[src/rtl/axi_adder_arbiter.sv]
// Four-requester round-robin packet arbiter feeding one registered AXI-style output stream.
// A granted packet holds the output until its last beat, or until MAX_BEATS beats have passed.
module axi_adder_arbiter #(
    parameter int DATA_WIDTH = 128,
    parameter int MAX_BEATS  = 256
) (
    input  logic                  clock,
    input  logic                  resetn,
    input  logic                  s00_axi_wvalid,
    output logic                  s00_axi_wready,
    input  logic [DATA_WIDTH-1:0] s00_axi_wdata,
    input  logic                  s00_axi_wlast,
    input  logic                  s01_axi_wvalid,
    output logic                  s01_axi_wready,
    input  logic [DATA_WIDTH-1:0] s01_axi_wdata,
    input  logic                  s01_axi_wlast,
    input  logic                  s20_axi_wvalid,
    output logic                  s20_axi_wready,
    input  logic [DATA_WIDTH-1:0] s20_axi_wdata,
    input  logic                  s20_axi_wlast,
    input  logic                  s21_axi_wvalid,
    output logic                  s21_axi_wready,
    input  logic [DATA_WIDTH-1:0] s21_axi_wdata,
    input  logic                  s21_axi_wlast,
    input  logic [3:0]            ch_enable,
    output logic                  m00_axi_rvalid,
    input  logic                  m00_axi_rready,
    output logic [DATA_WIDTH-1:0] m00_axi_rdata,
    output logic                  m00_axi_rlast,
    output logic [1:0]            m00_grant,
    output logic                  busy,
    output logic                  trunc_err
);

    typedef enum logic {ST_IDLE = 1'b0, ST_LOCK = 1'b1} state_t;

    localparam logic [15:0] LP_LAST_BEAT = 16'(MAX_BEATS - 1);

    state_t                r_state;
    state_t                w_state_nxt;
    logic [1:0]            r_rr_ptr;
    logic [1:0]            r_grant;
    logic [15:0]           r_beat_cnt;
    logic                  r_rvalid;
    logic [DATA_WIDTH-1:0] r_rdata;
    logic                  r_rlast;
    logic [1:0]            r_ogrant;
    logic                  r_trunc;

    logic [3:0]            w_wvalid;
    logic [3:0]            w_wlast;
    logic [3:0]            w_req;
    logic [3:0]            w_wready;
    logic [DATA_WIDTH-1:0] w_wdata [4];
    logic [1:0]            w_pick;
    logic [1:0]            w_idx;
    logic                  w_found;
    logic                  w_out_free;
    logic                  w_accept;
    logic                  w_forced;
    logic                  w_rlast_nxt;

    assign w_wvalid   = {s21_axi_wvalid, s20_axi_wvalid, s01_axi_wvalid, s00_axi_wvalid};
    assign w_wlast    = {s21_axi_wlast, s20_axi_wlast, s01_axi_wlast, s00_axi_wlast};
    assign w_wdata[0] = s00_axi_wdata;
    assign w_wdata[1] = s01_axi_wdata;
    assign w_wdata[2] = s20_axi_wdata;
    assign w_wdata[3] = s21_axi_wdata;
    assign w_req      = w_wvalid & ch_enable;

    // Scan from the farthest offset down so the nearest requester after rr_ptr wins.
    always_comb begin
        w_pick  = r_rr_ptr;
        w_found = 1'b0;
        w_idx   = r_rr_ptr;
        for (int k = 3; k >= 0; k--) begin
            w_idx = r_rr_ptr + 2'(k);
            if (w_req[w_idx]) begin
                w_pick  = w_idx;
                w_found = 1'b1;
            end
        end
    end

    assign w_out_free  = !r_rvalid || m00_axi_rready;
    assign w_accept    = (r_state == ST_LOCK) && w_wvalid[r_grant] && w_out_free;
    assign w_forced    = (r_beat_cnt == LP_LAST_BEAT);
    assign w_rlast_nxt = w_wlast[r_grant] || w_forced;

    always_ff @(posedge clock or negedge resetn) begin
        if (!resetn) begin
            r_state <= ST_IDLE;
        end else begin
            r_state <= w_state_nxt;
        end
    end

    always_comb begin
        w_state_nxt = r_state;
        case (r_state)
            ST_IDLE: if (w_found) w_state_nxt = ST_LOCK;
            ST_LOCK: if (w_accept && w_rlast_nxt) w_state_nxt = ST_IDLE;
            default: w_state_nxt = ST_IDLE;
        endcase
    end

    always_comb begin
        w_wready = 4'b0000;
        busy     = 1'b0;
        if (r_state == ST_LOCK) begin
            w_wready[r_grant] = w_out_free;
            busy              = 1'b1;
        end
    end

    assign s00_axi_wready = w_wready[0];
    assign s01_axi_wready = w_wready[1];
    assign s20_axi_wready = w_wready[2];
    assign s21_axi_wready = w_wready[3];

    always_ff @(posedge clock or negedge resetn) begin
        if (!resetn) begin
            r_rr_ptr   <= 2'd0;
            r_grant    <= 2'd0;
            r_beat_cnt <= 16'd0;
        end else begin
            if (r_state == ST_IDLE && w_found) begin
                r_grant <= w_pick;
            end
            if (w_accept) begin
                if (w_rlast_nxt) begin
                    r_beat_cnt <= 16'd0;
                    r_rr_ptr   <= r_grant + 2'd1;
                end else begin
                    r_beat_cnt <= r_beat_cnt + 16'd1;
                end
            end
        end
    end

    // Output register: a new beat may load in the same cycle the held one drains.
    always_ff @(posedge clock or negedge resetn) begin
        if (!resetn) begin
            r_rvalid <= 1'b0;
            r_rdata  <= '0;
            r_rlast  <= 1'b0;
            r_ogrant <= 2'd0;
            r_trunc  <= 1'b0;
        end else begin
            r_trunc <= w_accept && w_forced && !w_wlast[r_grant];
            if (w_accept) begin
                r_rvalid <= 1'b1;
                r_rdata  <= w_wdata[r_grant];
                r_rlast  <= w_rlast_nxt;
                r_ogrant <= r_grant;
            end else if (m00_axi_rready) begin
                r_rvalid <= 1'b0;
            end
        end
    end

    assign m00_axi_rvalid = r_rvalid;
    assign m00_axi_rdata  = r_rdata;
    assign m00_axi_rlast  = r_rlast;
    assign m00_grant      = r_ogrant;
    assign trunc_err      = r_trunc;

endmodule

[config.mk]
export PLATFORM = sky130hd
export DESIGN_NAME = axi_adder_arbiter
export DESIGN_NICKNAME = d
export VERILOG_FILES = /design/src/rtl/axi_adder_arbiter.sv
export SDC_FILE = /design/constraint.sdc
export NUM_CORES = 1
export LEC_CHECK = 0
export CAP_MARGIN = 15
export CORE_AREA = 5 5 252 254
export DETAILED_ROUTE_END_ITERATION = 7
export DIE_AREA = 0 0 257 259
export GPL_TIMING_DRIVEN = 0
export SYNTH_ARGS = -nofsm -noshare
export SYNTH_HDL_FRONTEND = slang
export SYNTH_SLANG_ARGS = --single-unit
[constraint.sdc]
create_clock -name clock -period 2.9 [get_ports clock]
set_input_delay 0.87 -clock clock [delete_from_list [all_inputs] [get_ports clock]]
set_output_delay 0.87 -clock clock [all_outputs]
set_load 0.02 [all_outputs]
==> images/port_nets.png <==
Scale: 2 px per µm.
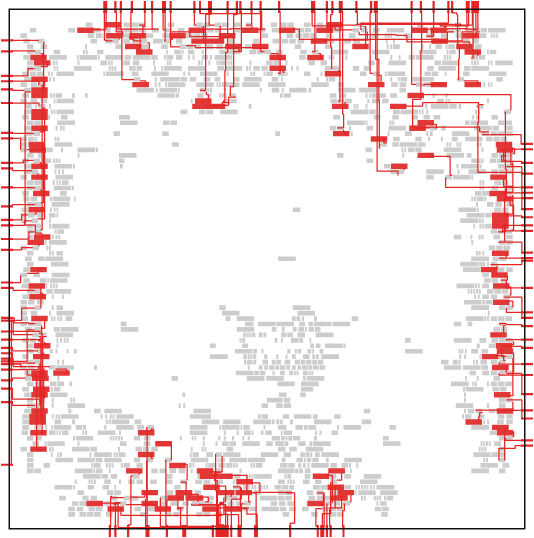
[s00_axi_wdata] red | bits: 128 | direction: input | end cells: 128 | wire: 4840 µm

==> images/wire_density.png <==
Scale: 1.5 px per µm. The die is cut into 26 by 26 equal tiles; dark blue is low, red is high, scaled to the fullest tile. Values are wire area over tile area, all layers added.
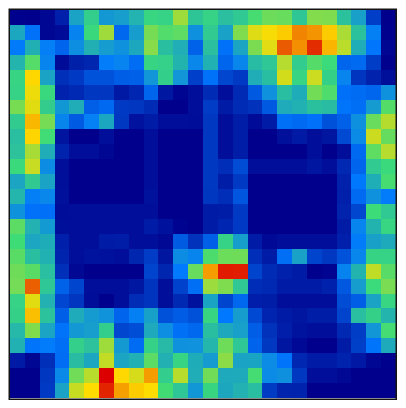
emptiest ninth of the die: middle
mean over tiles: 0.12
densest ninth of the die: top right

==> images/registers.png <==
Scale: 2 px per µm. Other sequential cells in the stronger gray, the rest of the logic in the fainter gray.
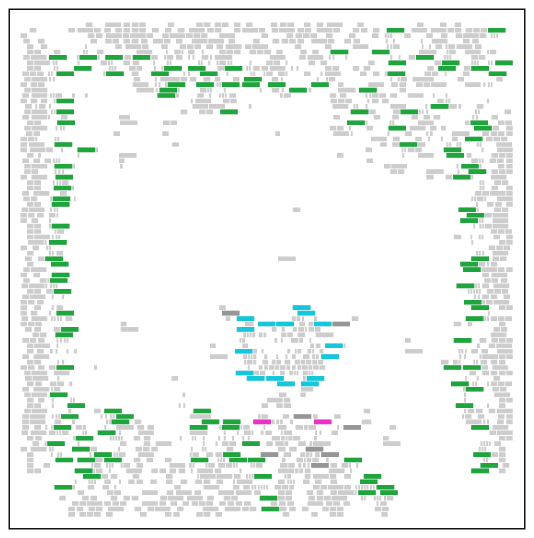
[r_beat_cnt] cyan | flops: 16
[m00_grant] magenta | flops: 2
[m00_axi_rdata] green | flops: 128 | where: spread over the die

==> images/final_placement.png <==
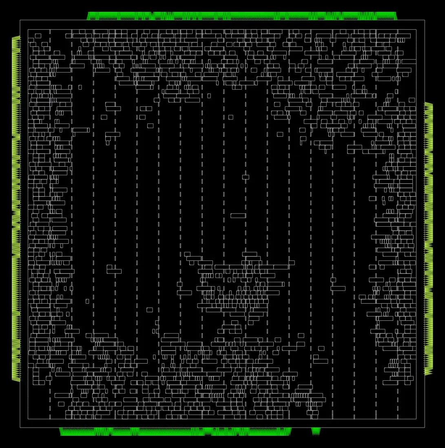
Layout Cells excl Fill: 2360
# rows: 91
fillers: 6382
flop count: 154

==> results.yml <==
# generated from flow reports
outcome:
  status: "finished clean"
sta:
  slew_violations: 0
  max_slew.worst_pin.slew_ns: 0.812
  fin_crit_sh: 0.969
  fmax_ghz: 0.356
  relSlewSlack: 0.459
  finalClockSkew_ns: 0.0132
  min_period_ns: 2.81
synthesis:
  ff_type: "dfrtp_1"
  syn_area_per_cell_um2: 10.9
  logic_family: "multiplexers"
  muxShareOfSynthArea: 0.316
  area_leaders: "dfrtp_1 (41%), mux4_2 (31%), nand2_1 (16%)"
  yosys_cells: 868
  yosysTopAreaCell: "dfrtp_1"
  synthAoiAreaFrac: 0.0378
  synth.cellmix.simpleShare: 0.191
  postSynthCellCount: 868
  ys_seq_frac: 0.406
  async_reset_ff_frac: 1.00
  synth_adder_area_share: 0.00659
  fp_nets: 1400
global_route:
  grt_overflow: 0
  grt_pass1_vias: 10659
  gr-usage-all-layers: 0.144
setup_path:
  crit_type: "primary input to output port"
  cpMaxStageDelayCell: "clkdlybuf4s50_1"
  cp_max_fo: 8
  critical_path_buf_inv_count: 2
  path_cells: "clkdlybuf4s50_1 -> nand2b_4 -> and3_1 -> clkdlybuf4s15_2"
  critPathTopFamily: "buffers and inverters"
  cpPeakStageDelay_ns: 0.46
  cp-end-kind: "output port"
  cp.required_ns: 2.03
final_layout:
  comb_area_um2: 5250
  seqCellArea_um2: 3850
  area_delta_synth_final_pct: 87.4
cts:
  h-tree-depth: 4
  clkSlewWorstSetupHoldPaths_ns: 0.07
  clock_path_buffers: 2
  clock-sinks: 154
  worstSkewPairLatency_ns: 0.48
  cts-hold-fix-buffers: 0
  post-cts-setup-buffers: 0
die:
  ioPinCount: 665
  dieHeight_um: 259
  core_util_floorplan: 0.156
  die_w_um: 257
  die-area_um2: 66600
power:
  peakVddDrop_uv: 331
  power_switching_w: 0.00702
  power.internal_w: 0.00931
  combPwrFrac: 0.626
placed_design:
  dp_cells: 2323
  port-buffer-count: 664
  gp_congestion: 1.00
  place_area_um2: 17200
route:
  num_vias: 9989
  drc: 0
  drt_pass1_iterations: 8
  wl_per_cell_um: 20.9
job:
  warnings: 29
  drv_cap: 0
min_path:
  hold_class: "primary input to async pin"
==> per-stage QoR <==
stage	setup slack, ns	TNS, ns
2_1_floorplan	0.536	0
3_3_place_gp	-5.95	-933.70
3_5_place_dp	-0.395	-14.57
4_1_cts	0.0337	0
5_1_grt	0.0222	0
6_report	0.0888	0
==> routing by layer <==
metal	vias up	track usage	wire length, µm
li1	4494	-	-
met1	4904	0.170	19300
met2	510	0.241	24600
met3	75	0.0460	3690
met4	6	0.0617	1660
met5	-	0	39
==> cells in the mapped netlist, types with 4 or more instances <==
cell type / number
and3_1: 6
a32oi_1: 5
mux2i_1: 4
buf_4: 7
ha_1: 5
o21ai_0: 11
or4_1: 4
clkbuf_1: 21
buf_6: 10
nand4_1: 8
inv_1: 6
o41ai_1: 4
nand2_1: 407
mux4_2: 130
nand3_1: 6
buf_2: 26
dfrtp_1: 154
==> cell usage in the layout, fill, tap and decap left out, drive strengths merged, types with 3 or more instances in the layout <==
master and n:
nand3 7, mux2i 4, a32oi 5, diode 7
nor2 3, clkbuf 37, mux2 3, o41ai 4
nand2b 3, or4 4, clkinv 4, o21ai 13
dfrtp 154, inv 13, buf 46, mux4 130
or2 3, o22ai 3, ha 5, nand2 407
or3 3, nand4 8, and3 6, clkdlybuf4s15 4
clkdlybuf4s50 659
==> kinds of logic after synthesis <==
group,Yosys count
AND/OR/NAND/NOR,452
multiplexers,137
AND-OR/OR-AND,48
adder cells (fa/ha/maj),5
buffers and inverters,72
flip-flops,154
==> sequential cells by signal (all words and copies together) (netlist names) <==
register / flops
m00_axi_rdata: 128
r_beat_cnt: 16
m00_grant: 2
r_grant: 2
r_rr_ptr: 2
m00_axi_rlast: 1
m00_axi_rvalid: 1
r_state: 1
trunc_err: 1
==> area by class of cell <==
class / instances / share of cell area
Inverter: 6 / 0.00127
Timing Repair Buffer: 665 / 0.375
Antenna cell: 7 / 0.000984
Buffer: 64 / 0.0214
Sequential cell: 154 / 0.216
Multi-Input combinational cell: 642 / 0.295
Clock inverter: 15 / 0.0102
Clock buffer: 17 / 0.0239
Tap cell: 790 / 0.0555
==> power groups by stage <==
| stage | Clock (W) | Combinational (W) | Sequential, W |
|---|---|---|---|
| 5_1_grt | 0.00259 | 0.0111 | 0.00386 |
| 3_3_place_gp | 0 | 0.0104 | 0.00373 |
| 3_5_place_dp | 0 | 0.0104 | 0.00375 |
| 2_1_floorplan | 0 | 0.00481 | 0.00478 |
| 4_1_cts | 0.00250 | 0.0105 | 0.00374 |
| 6_report | 0.00239 | 0.0102 | 0.00373 |
==> final timing paths <==
| kind | startpoint | to | depth (start not counted) |
|---|---|---|---|
| max | m00_axi_rready | s01_axi_wready | 4 |
| min reg2reg | m00_axi_rdata[42] | m00_axi_rdata[42] | 2 |
| max reg2reg | r_grant[1] | m00_axi_rdata[29] | 6 |
| min | resetn | m00_axi_rdata[125] | 1 |
| min in group clock | m00_axi_rdata[42] | m00_axi_rdata[42] | 2 |
| max in group asynchronous | resetn | r_beat_cnt[9] | 2 |
==> timing repair <==
action | 4_1_cts | 5_1_grt
pin swaps | 0 | 0
endpoints found under the setup margin | 4 | 4
resized | 18 | 1
Power and IR drop assume default switching activity.
